--- src/rtl/datapath_pipe.sv ---
// Register file with bypassed async reads, ALU with optional immediate operand,
// one-entry writeback stage and registered zero/carry flags.
module datapath_pipe #(
    parameter int unsigned DATA_WIDTH = 8,
    parameter int unsigned ADDR_WIDTH = 4,
    parameter bit          ZERO_REG   = 1'b1
) (
    input  logic                  clk,
    input  logic                  rst,
    input  logic                  alu_en,
    input  logic [2:0]            alu_opcode,
    input  logic                  imm_en,
    input  logic [DATA_WIDTH-1:0] imm,
    input  logic [DATA_WIDTH-1:0] user_write_data,
    input  logic [ADDR_WIDTH-1:0] write_addr,
    input  logic                  write_en,
    input  logic [ADDR_WIDTH-1:0] ra_addr,
    input  logic [ADDR_WIDTH-1:0] rb_addr,
    output logic [DATA_WIDTH-1:0] read_a,
    output logic [DATA_WIDTH-1:0] read_b,
    output logic                  alu_zero,
    output logic                  alu_carry,
    output logic                  wb_busy
);

    localparam int unsigned NUM_REGS = 2 ** ADDR_WIDTH;

    localparam logic [2:0] OP_ADD = 3'b000;
    localparam logic [2:0] OP_SUB = 3'b001;
    localparam logic [2:0] OP_AND = 3'b010;
    localparam logic [2:0] OP_OR  = 3'b011;
    localparam logic [2:0] OP_XOR = 3'b100;
    localparam logic [2:0] OP_NOT = 3'b101;
    localparam logic [2:0] OP_SHL = 3'b110;
    localparam logic [2:0] OP_SHR = 3'b111;

    logic [DATA_WIDTH-1:0] regs [NUM_REGS];

    logic                  wb_valid;
    logic [ADDR_WIDTH-1:0] wb_addr;
    logic [DATA_WIDTH-1:0] wb_data;

    logic [DATA_WIDTH-1:0] op_b;
    logic [DATA_WIDTH-1:0] alu_result;
    logic                  alu_c;
    logic [DATA_WIDTH:0]   sum;
    logic [DATA_WIDTH:0]   diff;

    // Bypassed reads: a pending writeback wins over the array, register 0 may be hardwired
    always_comb begin
        read_a = regs[ra_addr];
        if (ZERO_REG && (ra_addr == '0)) begin
            read_a = '0;
        end else if (wb_valid && (wb_addr == ra_addr)) begin
            read_a = wb_data;
        end
        read_b = regs[rb_addr];
        if (ZERO_REG && (rb_addr == '0)) begin
            read_b = '0;
        end else if (wb_valid && (wb_addr == rb_addr)) begin
            read_b = wb_data;
        end
    end

    // ALU; sum/diff carry one extra bit for carry-out and borrow
    always_comb begin
        op_b       = imm_en ? imm : read_b;
        sum        = {1'b0, read_a} + {1'b0, op_b};
        diff       = {1'b0, read_a} - {1'b0, op_b};
        alu_result = '0;
        alu_c      = 1'b0;
        case (alu_opcode)
            OP_ADD: begin
                alu_result = sum[DATA_WIDTH-1:0];
                alu_c      = sum[DATA_WIDTH];
            end
            OP_SUB: begin
                alu_result = diff[DATA_WIDTH-1:0];
                alu_c      = diff[DATA_WIDTH];
            end
            OP_AND: alu_result = read_a & op_b;
            OP_OR:  alu_result = read_a | op_b;
            OP_XOR: alu_result = read_a ^ op_b;
            OP_NOT: alu_result = ~read_a;
            OP_SHL: begin
                alu_result = {read_a[DATA_WIDTH-2:0], 1'b0};
                alu_c      = read_a[DATA_WIDTH-1];
            end
            OP_SHR: begin
                alu_result = {1'b0, read_a[DATA_WIDTH-1:1]};
                alu_c      = read_a[0];
            end
            default: begin
                alu_result = '0;
                alu_c      = 1'b0;
            end
        endcase
    end

    // Capture stage and flags
    always_ff @(posedge clk) begin
        if (rst) begin
            wb_valid  <= 1'b0;
            wb_addr   <= '0;
            wb_data   <= '0;
            alu_zero  <= 1'b0;
            alu_carry <= 1'b0;
        end else begin
            wb_valid <= write_en;
            if (write_en) begin
                wb_addr <= write_addr;
                wb_data <= alu_en ? alu_result : user_write_data;
                if (alu_en) begin
                    alu_zero  <= (alu_result == '0);
                    alu_carry <= alu_c;
                end
            end
        end
    end

    // Commit stage; reset drops any pending writeback
    always_ff @(posedge clk) begin
        if (rst) begin
            for (int i = 0; i < int'(NUM_REGS); i++) begin
                regs[i] <= '0;
            end
        end else if (wb_valid && !(ZERO_REG && (wb_addr == '0))) begin
            regs[wb_addr] <= wb_data;
        end
    end

    assign wb_busy = wb_valid;

endmodule

--- config.mk ---
export PLATFORM = sky130hd
export DESIGN_NAME = datapath_pipe
export DESIGN_NICKNAME = d
export VERILOG_FILES = /design/src/rtl/datapath_pipe.sv
export SDC_FILE = /design/constraint.sdc
export NUM_CORES = 1
export LEC_CHECK = 0
export ABC_CLOCK_PERIOD_IN_PS = 6200
export CAP_MARGIN = 40
export CORE_MARGIN = 2
export CORE_UTILIZATION = 45
export CTS_CLUSTER_DIAMETER = 80
export DETAILED_ROUTE_END_ITERATION = 8
export PLACE_DENSITY = 0.63
export SLEW_MARGIN = 40
export SYNTH_ARGS = -nofsm -noshare
export SYNTH_HDL_FRONTEND = slang
export SYNTH_SLANG_ARGS = --single-unit
--- constraint.sdc ---
create_clock -name clk -period 6.2 [get_ports clk]
set_input_delay 0.62 -clock clk [delete_from_list [all_inputs] [get_ports clk]]
set_output_delay 0.62 -clock clk [all_outputs]
set_load 0.02 [all_outputs]
**Run 1: placed cells, one colour a class**

Scale bar: 50 um.
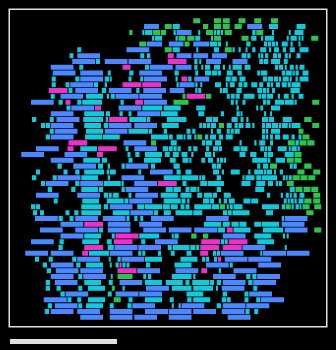
Key: magenta = clock drivers and dummy loads [cells 32, share of their area 5.6%]; blue = flops [cells 143, share of their area 40%]; green = other buffers and delay cells [cells 68, share of their area 6.4%]; cyan = combinational and other logic [cells 594, share of their area 48%]
area of the core region: 20300 um2
share of the core filled with cells: 0.523
design area: 10600 um2
fraction of area in registers: 0.390

**Run 1: clock distribution**

Scale bar: 50 um.
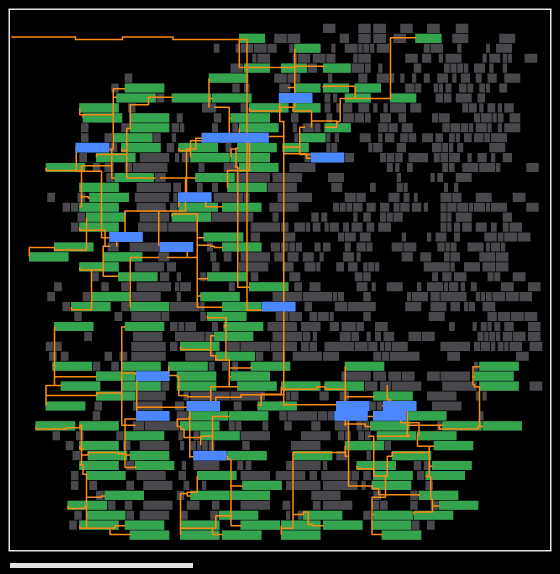
Key: green = flip-flops [count 143]; blue = clock drivers [count 17]; orange = clock wires [length 1860 um]
There are 18 routed clock nets.

==> summary.rpt, run 1 <==
=== SYNTHESIS / PLACE & ROUTE SUMMARY ===
----------------------------------------------------
[Critical path]
  Depth of the most critical reg-to-reg path ........................ 15
  Crit-path max cell delay ........................ 0.66 ns
  Setup slack of the most critical reg-to-reg path ........................ 1.42 ns
  WP depth ........................ 16
  Slowest CP cell ........................ mux4_2
  Type of element capturing the critical path ........................ register
  Req. time, crit path ........................ 6.55 ns
  Startpoint of the worst-slack reg-to-reg timing path ........................ wb_addr[0]
  Critical path type ........................ in -> reg
  Kind of cell adding the most delay to the critical path ........................ AND-OR/OR-AND gates

[Route]
  Uppermost layer routed ........................ met5
  Vias/cell ........................ 6.30
  Routed via count ........................ 6974
  Number of detailed-routing iterations run before antenna repair ........................ 6

[Clocking]
  Num CTS Buffers ........................ 17
  H-tree level count ........................ 4
  CTS tree ........................ done
  Number of sinks on the clock net ........................ 143
  Hold buffer count at CTS ........................ 0

[Final layout]
  Post-route non-filler standard cell count ........................ 1107
  Final layout net count ........................ 886
  Largest registers in the final layout ........................ regs x128, wb_data x8, wb_addr x4
  Commonest non-fill, non-tap cell in the layout ........................ edfxtp_1
  Antenna diode instance count ........................ 0
  Logic area ........................ 4800 um2
  Number of flip-flops in the largest register ........................ 128

[Synth]
  Number of synthesized register bits ........................ 143
  Top_reg_cell synth ........................ edfxtp_1
  YS chip area ........................ 9310 um2
  Mapped Area ........................ 9310 um2
  Netlist cell types ........................ 72
  Synth warn ........................ 0
  Largest area contributor in the synthesized netlist ........................ edfxtp_1
  Top cells, area ........................ edfxtp_1 (41%), mux4_2 (12%), and2_1 (5.4%)
  Post-Syn Instances ........................ 796
  Fraction of synthesized cell area taken by the top area cell type ........................ 0.413
  Number of enable flip-flop cells ........................ 128
  Top cells by count, synth ........................ edfxtp_1 (128), and2_1 (80), nor3_1 (60)

[Floorplan]
  Horizontal die dimension ........................ 148 um
  Std cell rows ........................ 52
  Die ar. ........................ 21900 um2
  Initial Util ........................ 0.459
  Top-Level Pins ........................ 55

[GRT]
  Total grt overflow ........................ 0
  Number of global-route vias before repair ........................ 6852
  Initial antenna violation count ........................ 1
  Wire length of the first global-routing pass ........................ 41900 um

[Pwr]
  Net switching power ........................ 0.805 mW
  Combinational group share of total power ........................ 0.207
  Dominant power group ........................ registers
  Share of power burned in registers ........................ 0.420
  Combinational cell power ........................ 0.559 mW
  Part of the total power dissipated in the clock network ........................ 0.373
  Overall power consumption ........................ 2.70 mW
  Pwr per Cell Area ........................ 254 nW/um2
  Net switching share of the total power ........................ 0.299
  Clock network power ........................ 1.01 mW

[Final timing]
  Highest attainable clock frequency ........................ 196 MHz
  Final-report max-slew violation count ........................ 0
  Final Hold Violation Tally ........................ 0
  Worst path setup slack after routing ........................ 1.09 ns

[Place]
  Half-perimeter wire length of the detailed placement result ........................ 19700 um
  Gp weighted congestion ........................ 0.984
  DP Worst Slack ........................ 0.685 ns
  Cell area after placement ........................ 10000 um2

[Outcome]
  Status ........................ finished, final reports clean

[Flow run]
  Max-cap viol count ........................ 0

[Hold path]
  Hold path depth ........................ 2

----------------------------------------------------
**Run 1: routing congestion map**

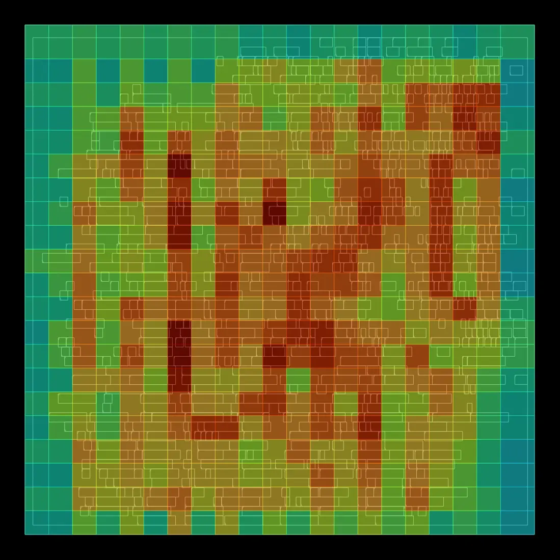
M1 GR Usage: 0.341
met3 usage: 0.0451
busiest metal layer after global routing: met2
met2 usage: 0.425
Tot GR Track Use: 0.256

**Run 1: sequential cells grouped by signal name**

Scale bar: 50 um.
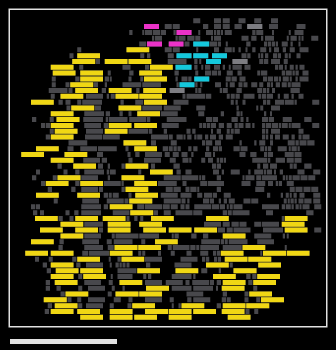
Key: yellow = regs [placed flops 128]; magenta = wb_addr [placed flops 4, where top centre]; cyan = wb_data [placed flops 8, where top centre]
Another 3 sequential cells are not coloured.
sequential cell area: 4150 um2
Flop+latch power: 1.13 mW

-- run 1: per-layer routing --
layer | vias to the layer above | track usage
met3 | 57 | 0.0451
met5 | - | 0
met1 | 3456 | 0.341
li1 | 3085 | -
met4 | 2 | 0.0924
met2 | 374 | 0.425
-- run 1: cell type report --
cell class	instances	area share
clock inverter	14	0.0138
clock buffer	18	0.0404
timing repair buffer	68	0.0617
sequential	143	0.390
multi-input combinational	564	0.452
inverter	30	0.0106
tap	270	0.0318
-- run 1: cell families after synthesis --
family,after synthesis,share of synthesized area
AOI/OAI and AO/OA,138,0.103
xor gates and xnor gates,15,0.0141
adders and majority gates,27,0.0376
buffers and inverters,96,0.0441
DFF,143,0.445
muxes,88,0.189
other,1,0.000403
and+or+nand+nor,288,0.166
==> run 2, diff against run 1 <==
--- a/config.mk
+++ b/config.mk
@@ -5,7 +5,7 @@
 export SDC_FILE = /design/constraint.sdc
 export NUM_CORES = 1
 export LEC_CHECK = 0
-export ABC_CLOCK_PERIOD_IN_PS = 6200
+export ABC_CLOCK_PERIOD_IN_PS = 4750
 export CAP_MARGIN = 40
 export CORE_MARGIN = 2
 export CORE_UTILIZATION = 45
==> constraint.sdc (replaced) <==
create_clock -name clk -period 4.75 [get_ports clk]
set_input_delay 0.475 -clock clk [delete_from_list [all_inputs] [get_ports clk]]
set_output_delay 0.475 -clock clk [all_outputs]
set_load 0.02 [all_outputs]
**Run 2: sequential cells grouped by signal name**

Scale bar: 50 um.
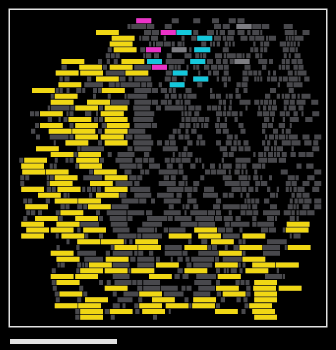
share of the core filled with cells: 0.557
fraction of area in registers: 0.367

**Run 2: placed cells, one colour a class**

Scale bar: 50 um.
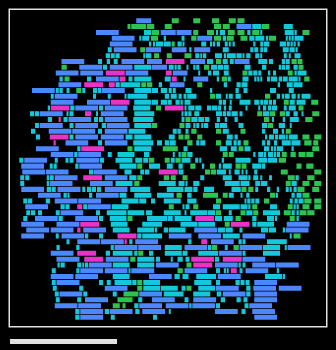
std cell rows: 52
design area: 11300 um2

==> summary.rpt, run 2 <==
=== SYNTHESIS / PLACE & ROUTE SUMMARY ===
----------------------------------------------------
[Outcome]
  Status ........................ complete, but fails checks
  Violated checks ........................ DRC

[Synth]
  Mapped Area ........................ 9310 um2
  Netlist cell types ........................ 72
  Top_reg_cell synth ........................ edfxtp_1
  Number of enable flip-flop cells ........................ 128
  Number of synthesized register bits ........................ 143

[Place]
  DP Worst Slack ........................ -0.201 ns

[Clocking]
  Num CTS Buffers ........................ 17
  CTS tree ........................ done
  Hold buffer count at CTS ........................ 0

[Critical path]
  Setup slack of the most critical reg-to-reg path ........................ 0.33 ns
  Depth of the most critical reg-to-reg path ........................ 15
  Critical path type ........................ in -> reg
  Startpoint of the worst-slack reg-to-reg timing path ........................ regs[12][0]
  Req. time, crit path ........................ 5.04 ns

[Final layout]
  Multi-input combinational cell count ........................ 564
  Logic area ........................ 4800 um2
  Fraction of area in clock buffers and inverters ........................ 0.0504
  Number of buffers other than clock buffers in the final layout ........................ 154
  Final layout net count ........................ 972
  Number of flip-flops and latches ........................ 143
  Number of flip-flops in the largest register ........................ 128
  Post-route non-filler standard cell count ........................ 1192
  Antenna diode instance count ........................ 0

[Pwr]
  Overall power consumption ........................ 3.63 mW
  Net switching power ........................ 1.04 mW
  Pwr per Cell Area ........................ 321 nW/um2

[GRT]
  Tot GR Track Use ........................ 0.272
  Initial antenna violation count ........................ 0
  Total grt overflow ........................ 0
  Wire length of the first global-routing pass ........................ 44100 um

[Flow run]
  Max-cap viol count ........................ 0

[Floorplan]
  Number of tap cells inserted ........................ 270
  Top-Level Pins ........................ 55
  Initial Util ........................ 0.459
  Area of the core region ........................ 20300 um2

[Final timing]
  Final-report max-slew violation count ........................ 0
  Worst path setup slack after routing ........................ 0.242 ns
  Final Hold Violation Tally ........................ 0

[Route]
  Number of detailed-routing iterations run before antenna repair ........................ 8
  Vias/cell ........................ 6.24
  DRC viols ........................ 1

----------------------------------------------------
[run 2: cell families (layout without fill, tap and decap cells)]
kind of cell	count (synthesis)	count (layout)	share of synthesized area
flip-flops	143	143	0.445
other	1	8	0.000403
adder cells (fa/ha/maj)	27	27	0.0376
multiplexers	88	88	0.189
AND/OR/NAND/NOR	288	288	0.166
XOR/XNOR	15	15	0.0141
buffers and inverters	96	215	0.0441
AND-OR/OR-AND	138	138	0.103
[run 2: worst max-delay path, delay by kind of cell]
family	cells	cell delay (ns)
buf+inv	7	1.48
compound gates	7	1.35
mux	3	1.07
fa+ha+maj	1	0.21
xor+xnor	1	0.12
simple gates	2	0.08
[run 2: routing by layer]
layer,GRT usage,wire [um]
met1,0.380,12400
met2,0.423,13600
met3,0.0531,2310
met4,0.102,958
met5,0,0
==> run 3, diff against run 2 <==
--- a/config.mk
+++ b/config.mk
@@ -7,7 +7,7 @@
 export LEC_CHECK = 0
 export ABC_CLOCK_PERIOD_IN_PS = 4750
 export CAP_MARGIN = 40
-export CORE_MARGIN = 2
+export CORE_MARGIN = 1
 export CORE_UTILIZATION = 45
 export CTS_CLUSTER_DIAMETER = 80
 export DETAILED_ROUTE_END_ITERATION = 8
==> summary.rpt, run 3 <==
=== SYNTHESIS / PLACE & ROUTE SUMMARY ===
----------------------------------------------------
[Route]
  Routed via count ........................ 7264
  Number of detailed-routing iterations run before antenna repair ........................ 5
  DRC viols ........................ 0
  Metal3 WL ........................ 2110 um
  Total met2 wirelength after detailed routing ........................ 13900 um
  Met1 layer wirelength in the final routing ........................ 11600 um

[Critical path]
  Type of element capturing the critical path ........................ register
  Startpoint of the worst-slack reg-to-reg timing path ........................ regs[6][0]
  Req. time, crit path ........................ 5.09 ns

[Synth]
  YS chip area ........................ 9310 um2
  Top_reg_cell synth ........................ edfxtp_1
  And+or+nand+nor area frac ........................ 0.166
  Comb area leader ........................ multiplexers
  Top cells, area ........................ edfxtp_1 (41%), mux4_2 (12%), and2_1 (5.4%)
  Share of synthesized cell area in full adder, half adder and majority cells ........................ 0.0376

[GRT]
  Number of global-route vias before repair ........................ 7278
  Wire length of the first global-routing pass ........................ 43600 um
  Busiest metal layer after global routing ........................ met2
  Initial antenna violation count ........................ 1

[Final layout]
  Number of buffers other than clock buffers in the final layout ........................ 150
  Relative area of non-clock buffer cells in the final design ........................ 0.117
  Fraction of area in clock buffers and inverters ........................ 0.0543
  Sequential cell area ........................ 4150 um2
  Design area ........................ 11400 um2
  Fraction of area in registers ........................ 0.365
  Total of clock buffers placed in the layout ........................ 17
  Share of the core filled with cells ........................ 0.561

[Pwr]
  Part of the total power dissipated in the clock network ........................ 0.375
  Share of power burned in registers ........................ 0.393

[Floorplan]
  Die ar. ........................ 21300 um2
  Number of tap cells inserted ........................ 270
  Std cell rows ........................ 52
  Initial Util ........................ 0.460

[Place]
  Gp weighted congestion ........................ 0.997
  Half-perimeter wire length of the detailed placement result ........................ 21700 um

[Clocking]
  Num CTS Buffers ........................ 17
  H-tree level count ........................ 4

[Outcome]
  Status ........................ finished, final reports clean

----------------------------------------------------
-- run 3: cell counts after synthesis --
No cell type changed its count.
-- run 3: metrics by stage --
| stage | hold WS (ns) | setup WS (ns) |
|---|---|---|
| 2_1_floorplan | 0.469 | 0.0492 |
| 5_1_grt | 0.558 | -0.00800 |
| 6_report | 0.528 | 0.212 |
| 3_5_place_dp | 0.522 | -0.221 |
| 3_3_place_gp | 0.492 | -0.128 |
| 4_1_cts | 0.530 | 0.204 |
-- run 3: power by group through the flow --
stage                     Sequential [mW]  Combinational [mW]  Clock (mW)
after floorplan                      1.46               0.500           0
after global placement               1.50               0.843           0
after detailed placement             1.50               0.849           0
after global routing                 1.48               0.926        1.46
final                                1.47               0.868        1.41
after CTS                            1.47               0.855        1.41
**Run 3: gate families picked out**

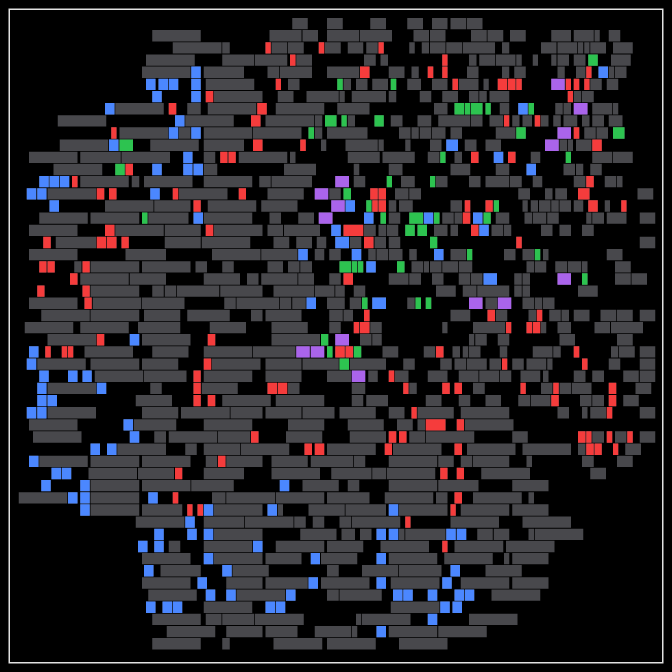
Key: green = NAND gates [cells 45]; purple = XOR/XNOR gates [cells 15]; blue = AND and OR gates [cells 110, where all over the die]; red = NOR gates [cells 133]

**Run 3: routing congestion map**

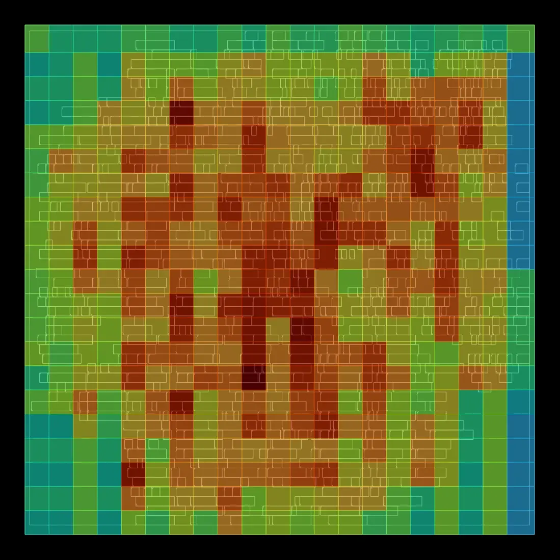
met2 usage: 0.451
met3 usage: 0.0539
M1 GR Usage: 0.361

Power figures rest on the tool's default switching activity, not on a simulated workload.
